## config.mk

```make
export PLATFORM = sky130hd
export DESIGN_NAME = frame_irq_scheduler
export DESIGN_NICKNAME = d
export VERILOG_FILES = /design/src/rtl/frame_irq_scheduler.sv
export SDC_FILE = /design/constraint.sdc
export NUM_CORES = 1
export LEC_CHECK = 0
export CELL_PAD_IN_SITES_DETAIL_PLACEMENT = 1
export CELL_PAD_IN_SITES_GLOBAL_PLACEMENT = 1
export CORE_ASPECT_RATIO = 0.9
export CORE_MARGIN = 2
export CORE_UTILIZATION = 38
export DETAILED_ROUTE_END_ITERATION = 6
export PLACE_DENSITY = 0.9
export SYNTH_ARGS = -nofsm -noshare
export SYNTH_HDL_FRONTEND = slang
export SYNTH_SLANG_ARGS = --single-unit
```

## constraint.sdc

```tcl
create_clock -name clk -period 2.99 [get_ports clk]
set_clock_uncertainty 0.15 [all_clocks]
set_input_delay 0.4485 -clock clk [delete_from_list [all_inputs] [get_ports clk]]
set_output_delay 0.4485 -clock clk [all_outputs]
set_load 0.02 [all_outputs]
```

## src/rtl/frame_irq_scheduler.sv

```systemverilog
// Frame sequencer: pixel-tick divider, beam counters and RST 1 / RST 2 interrupt scheduling
// with a level request/acknowledge handshake towards the 8080 core.
module frame_irq_scheduler #(
  parameter int unsigned CLK_DIV  = 4,
  parameter int unsigned H_TOTAL  = 320,
  parameter int unsigned V_TOTAL  = 262,
  parameter int unsigned MID_LINE = 96,
  parameter int unsigned VBL_LINE = 224
) (
  input  logic                       clk,
  input  logic                       rst_n,
  output logic                       pix_tick,
  output logic [$clog2(H_TOTAL)-1:0] hcount,
  output logic [$clog2(V_TOTAL)-1:0] vcount,
  input  logic                       irq_enable,
  output logic                       irq_req,
  output logic [7:0]                 irq_vector,
  input  logic                       irq_ack,
  output logic                       irq_overrun
);

  localparam int unsigned DW = (CLK_DIV > 1) ? $clog2(CLK_DIV) : 1;
  localparam int unsigned HW = $clog2(H_TOTAL);
  localparam int unsigned VW = $clog2(V_TOTAL);

  localparam logic [DW-1:0] DIV_LAST = DW'(CLK_DIV - 1);
  localparam logic [HW-1:0] H_LAST   = HW'(H_TOTAL - 1);
  localparam logic [VW-1:0] V_LAST   = VW'(V_TOTAL - 1);
  localparam logic [VW-1:0] MID_V    = VW'(MID_LINE);
  localparam logic [VW-1:0] VBL_V    = VW'(VBL_LINE);
  localparam logic [7:0]    VEC_MID  = 8'hCF;
  localparam logic [7:0]    VEC_VBL  = 8'hD7;

  logic [DW-1:0] r_div;
  logic          r_pend_mid;
  logic          r_pend_vbl;

  logic [DW-1:0] w_div_next;
  logic [VW-1:0] w_v_next;
  logic          w_h_wrap;
  logic          w_mid_ev;
  logic          w_vbl_ev;
  logic          w_ack;
  logic          w_clr_mid;
  logic          w_clr_vbl;

  always_comb begin
    w_div_next = (r_div == DIV_LAST) ? '0 : r_div + 1'b1;
    w_v_next   = (vcount == V_LAST) ? '0 : vcount + 1'b1;
    w_h_wrap   = pix_tick && (hcount == H_LAST);
    // Events fire on the edge that moves the beam onto column 0 of the target line.
    w_mid_ev   = w_h_wrap && (w_v_next == MID_V);
    w_vbl_ev   = w_h_wrap && (w_v_next == VBL_V);
    w_ack      = irq_req && irq_ack;
    w_clr_mid  = w_ack && (irq_vector == VEC_MID);
    w_clr_vbl  = w_ack && (irq_vector == VEC_VBL);
  end

  always_ff @(posedge clk or negedge rst_n) begin
    if (!rst_n) begin
      r_div       <= '0;
      pix_tick    <= 1'b0;
      hcount      <= '0;
      vcount      <= '0;
      r_pend_mid  <= 1'b0;
      r_pend_vbl  <= 1'b0;
      irq_req     <= 1'b0;
      irq_vector  <= 8'h00;
      irq_overrun <= 1'b0;
    end else begin
      r_div    <= w_div_next;
      // Registered so that CLK_DIV=1 still shows pix_tick=0 until the first edge after reset.
      pix_tick <= (w_div_next == DIV_LAST);

      if (pix_tick) begin
        if (hcount == H_LAST) begin
          hcount <= '0;
          vcount <= w_v_next;
        end else begin
          hcount <= hcount + 1'b1;
        end
      end

      // An event coinciding with an ack of the same source re-arms it without an overrun.
      r_pend_mid  <= w_mid_ev || (r_pend_mid && !w_clr_mid);
      r_pend_vbl  <= w_vbl_ev || (r_pend_vbl && !w_clr_vbl);
      irq_overrun <= (w_mid_ev && r_pend_mid && !w_clr_mid) ||
                     (w_vbl_ev && r_pend_vbl && !w_clr_vbl);

      if (w_ack) begin
        irq_req <= 1'b0;
      end else begin
        irq_req <= (r_pend_mid || r_pend_vbl) && irq_enable;
      end

      if (!irq_req) begin
        if (r_pend_vbl) begin
          irq_vector <= VEC_VBL;
        end else if (r_pend_mid) begin
          irq_vector <= VEC_MID;
        end
      end
    end
  end

endmodule

```

run_1/met1.png
Supply wires on this layer in grey.
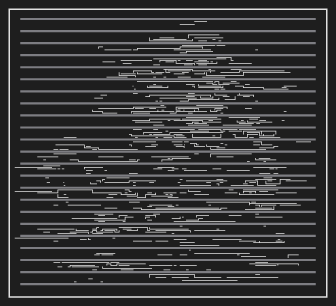
main direction: horizontal
share of all routed wire: 44%
nets with wire on the layer: 153
final WL: 3510 um
Vias: 1267
GRT met1 Usage: 19.0%

run_1/met2.png
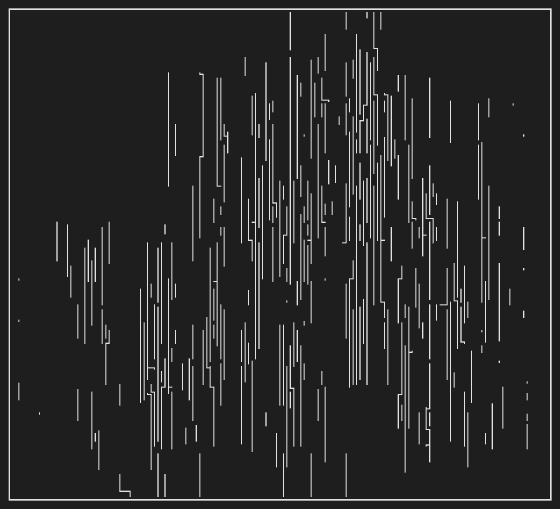
nets with wire on the layer: 175
share of all routed wire: 50%
main direction: vertical
GR Util met2: 29.3%

run_1/met3.png
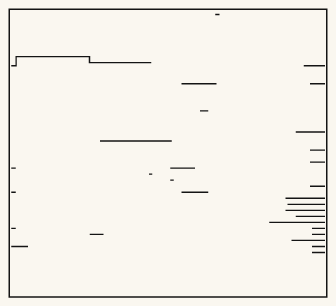
nets with wire on the layer: 25
wire length on this layer: 165 um
share of all routed wire: 4.7%
main direction: horizontal
longest straight run: 16.6 um
met3 Track Usage GR: 4.35%

run_1/final_clocks.png
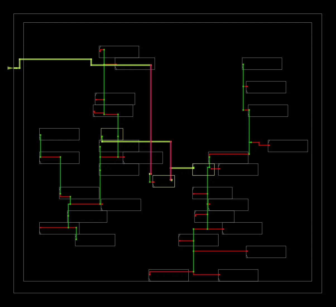
insertion delay to the later sink of the worst-skew pair: 270 ps
Num CTS Buffers: 3
P_clk: 193 uW

==> flow_metrics.py, run 1 <==
# Physical implementation metrics
metrics = {
    "floorplan": {
        "die_width_um": 71.3,
        "nWellTaps": 48,
        "core_area_um2": 3990,
        "rows": 22,
        "die_area_um2": 4610,
    },
    "sta": {
        "fin_tns_setup_ps": 0,
        "setup_viol": 0,
        "fmax_ghz": 0.418,
        "finalHoldViolations": 0,
        "relSlewSlack_pct": 58.4,
        "finalCritPeriodShare_pct": 80.0,
        "fin_hold_ws_ps": 314,
    },
    "min_path": {
        "min_from": "r_div[0]",
    },
    "synth": {
        "edf_count": 0,
        "xor_area_share_pct": 6.13,
        "async_reset_ff_share_pct": 100,
        "yosys-stat-cells": 154,
        "common_cells": "28 x dfrtp_1, 14 x o21ai_0, 9 x nand2_1, 9 x nand3_1",
        "flop_cell": "dfrtp_1",
        "ys_sh_aoi_pct": 16.1,
        "synth_adder_area_share_pct": 4.04,
        "numSynthFlops": 28,
        "avgSynthCellArea_um2": 10.1,
        "synth_nets": 163,
        "logic_family": "simple AND/OR/NAND/NOR gates",
        "yosysSeqAreaShare_pct": 45.2,
        "mux_share_pct": 1.45,
        "synth_warnings": 0,
    },
    "grt": {
        "grt_first_pass_wirelength_um": 6020,
        "overflow": 0,
        "grt.busiest_layer": "met2",
        "grt_max_degree": 29,
        "antenna_found_initial": 0,
    },
    "critical_path": {
        "r2r_slack_ps": 600,
        "cp_max_fo": 10,
        "r2r_start": "vcount[0]",
        "worstPathArrival_ps": 2400,
        "cp-startpoint": "vcount[0]",
        "reg2reg_to": "r_pend_vbl",
        "crit_end": "r_pend_vbl",
        "reg2reg_depth": 5,
    },
    "detailed_routing": {
        "wl_per_cell_um": 15.5,
        "drt-met1-wl_um": 1530,
        "dr.pass1.iters": 4,
        "drtAntennaViolNets": 0,
    },
    "layout": {
        "buffers": 32,
        "mi_logic_area_um2": 761,
        "final_design_area_no_fill_um2": 1900,
        "sh_seq_area_pct": 36.8,
        "seq_cells": 28,
        "logic_gates": 109,
        "comb-cell-share_pct": 40.0,
        "inverters": 6,
    },
    "power": {
        "powerDensity_nw_per_um2": 405,
        "seq_power_uw": 441,
        "leakage_nw": 0.758,
        "comb_power_share_pct": 17.7,
        "switching_share_pct": 26.8,
        "clkPwrFrac_pct": 25.1,
    },
    "clock_network": {
        "ctsHoldBuffers": 0,
        "clk_pin_slew_worst_paths_ps": 90,
        "cts_tree": "done",
        "post-cts-setup-buffers": 0,
        "root_buffer": "clkbuf_8",
        "clockBufferDepth": 2,
    },
    "place": {
        "dp_hpwl_um": 2680,
        "io_buffers": 31,
        "finalWeightedCongestion": 0.872,
    },
    "flow_run": {
        "openroad.warnings": 28,
        "maxCapViolations": 0,
    },
    "run_status": {
        "status": "completed",
    },
}
## run 1: worst max-delay path, cell delays in order (launching register included)
cell and delay, ps:
dfrtp_1 540, ha_1 430, nand4_1 200, nor4b_1 380, o2111ai_2 210, o41ai_1 390
## run 1: per-stage QoR
stage               power (mW)  worst slack, ps  util [%]  std cells
detailed placement       0.587              595      46.6        223
floorplan                0.517              789         -        154
global placement         0.576              741      46.6        223
global route             0.817              278      47.7        226
finish                   0.770              599      47.7        226
CTS                      0.783              596      47.7        226
## run 1: sequential cells by signal, indices dropped and copies added, names as in the netlist
signal and flops:
hcount 9, irq_overrun 1, irq_req 1, irq_vector 3, pix_tick 1, r_div 2
r_pend_mid 1, r_pend_vbl 1, vcount 9
run_1/wire_density.png
The bar under the picture is 20 um long. The die is cut into 14 by 13 equal tiles; dark purple is low, yellow is high, scaled to the fullest tile. Values are wire area over tile area, all layers added.
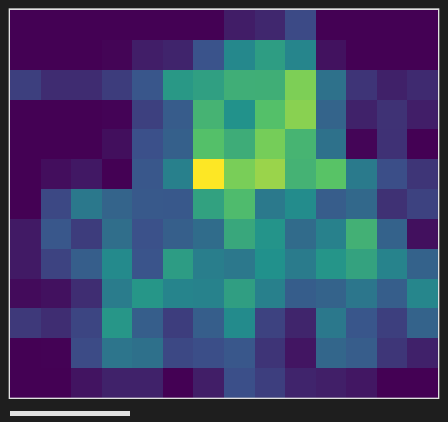

==> run 2: changes to the inputs <==
Clock period 2.99 ns to 2.3 ns, I/O delays scaled along.
run_2/wire_density.png
The bar under the picture is 20 um long. The die is cut into 14 by 13 equal tiles; dark purple is low, yellow is high, scaled to the fullest tile. Values are wire area over tile area, all layers added.
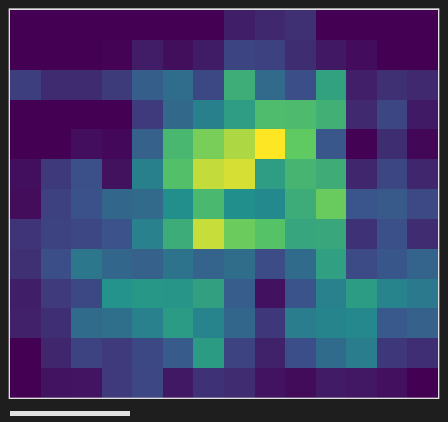
mean over tiles: 0.13
nearly empty tiles: 15%
fullest tile: 0.47
emptiest ninth of the die: upper left
densest ninth of the die: centre
tiles over half the peak: 19%
final WL: 3740 um
WL/cell: 16.2 um
Vias: 1288
Total Routing Usage GR: 16.8%

run_2/met3.png
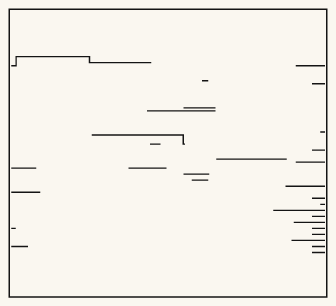
nets with wire on the layer: 27
wire length on this layer: 200 um
met3 Track Usage GR: 4.04%

==> flow_metrics.py, run 2 <==
# Physical implementation metrics
metrics = {
    "run_status": {
        "status": "completed",
    },
    "critical_path": {
        "r2r_slack_ps": 140,
        "crit_slowest_cell": "or4_1",
        "cp_slowest_stage_delay_ps": 610,
        "crit_end": "r_pend_vbl",
        "worstPathArrival_ps": 2180,
        "reg2reg_to": "r_pend_vbl",
        "crit_cells": 4,
        "cp_max_fo": 13,
        "cp-startpoint": "vcount[2]",
        "reg2reg_depth": 4,
        "crit_chain": "nand3_1 -> or4_1 -> and2_1 -> o41ai_1",
        "cp_top_family": "simple AND/OR/NAND/NOR gates",
        "r2r_start": "vcount[2]",
    },
    "floorplan": {
        "die_area_um2": 4610,
        "rows": 22,
        "core_area_um2": 3990,
        "die_width_um": 71.3,
        "nWellTaps": 48,
    },
    "power": {
        "switching_share_pct": 26.8,
        "powerDensity_nw_per_um2": 536,
        "leakage_nw": 0.788,
        "finalPower_mw": 1.05,
        "comb_power_share_pct": 16.9,
    },
    "layout": {
        "reg_top3": "hcount (9), vcount (9), irq_vector (3)",
        "buffers": 36,
        "inverters": 6,
        "final_design_area_no_fill_um2": 1960,
        "logic_gates": 109,
        "nonClkBufAreaFrac_pct": 17.8,
        "sh_seq_area_pct": 35.8,
        "seq_cells": 28,
    },
    "place": {
        "finalWeightedCongestion": 0.895,
        "dp_hpwl_um": 2680,
        "io_buffers": 31,
        "placedCellCount": 227,
    },
    "flow_run": {
        "maxCapViolations": 0,
    },
    "detailed_routing": {
        "dr.pass1.iters": 4,
        "drtAntennaViolNets": 0,
    },
    "clock_network": {
        "cts_tree": "done",
        "post-cts-setup-buffers": 0,
        "clk_latency_ps": 270,
        "clk_pin_slew_worst_paths_ps": 90,
        "clockBufferDepth": 2,
        "numCtsBuffers": 3,
    },
    "sta": {
        "fin_tns_setup_ps": 0,
        "setup_ws_ps": 137,
        "setup_viol": 0,
        "fmax_ghz": 0.462,
        "relSlewSlack_pct": 60.2,
        "tightest_slew_ps": 592,
        "finalCritPeriodShare_pct": 94.0,
    },
    "synth": {
        "synth_nets": 163,
        "edf_count": 0,
        "common_cells": "28 x dfrtp_1, 14 x o21ai_0, 9 x nand2_1, 9 x nand3_1",
        "async_reset_ff_share_pct": 100,
        "yosys-stat-cells": 154,
        "yosysMostFrequentCell": "dfrtp_1",
        "avgSynthCellArea_um2": 10.1,
        "yosys-stat-area_um2": 1550,
    },
    "grt": {
        "grt_max_degree": 29,
        "overflow": 0,
        "antenna_found_initial": 0,
    },
}
==> run 2: layer usage <==
layer	GRT usage, %	part of all wire [%]
met1	19.9	43
met2	30.1	50
met4	4.48	1.1
met5	0	0
met3	4.04	5.4
==> run 2: logic make-up (layout without fill, tap and decap cells) <==
family          Yosys count  count (layout)  share of synthesized area [%]
compound gates           36              36                           16.1
buf+inv                  17              46                           5.73
simple gates             55              55                           21.1
flops                    28              28                           45.2
xor+xnor                 10              10                           6.13
other cells               1               1                          0.242
mux                       2               2                           1.45
fa+ha+maj                 5               5                           4.04
==> run 2: metrics by stage <==
step / hold WS (ps) / util [%]
floorplan: -101 / -
global placement: 290 / 47.4
detailed placement: 310 / 47.4
CTS: 310 / 48.8
global route: 313 / 49.1
finish: 302 / 49.1
Power and IR drop assume default switching activity.
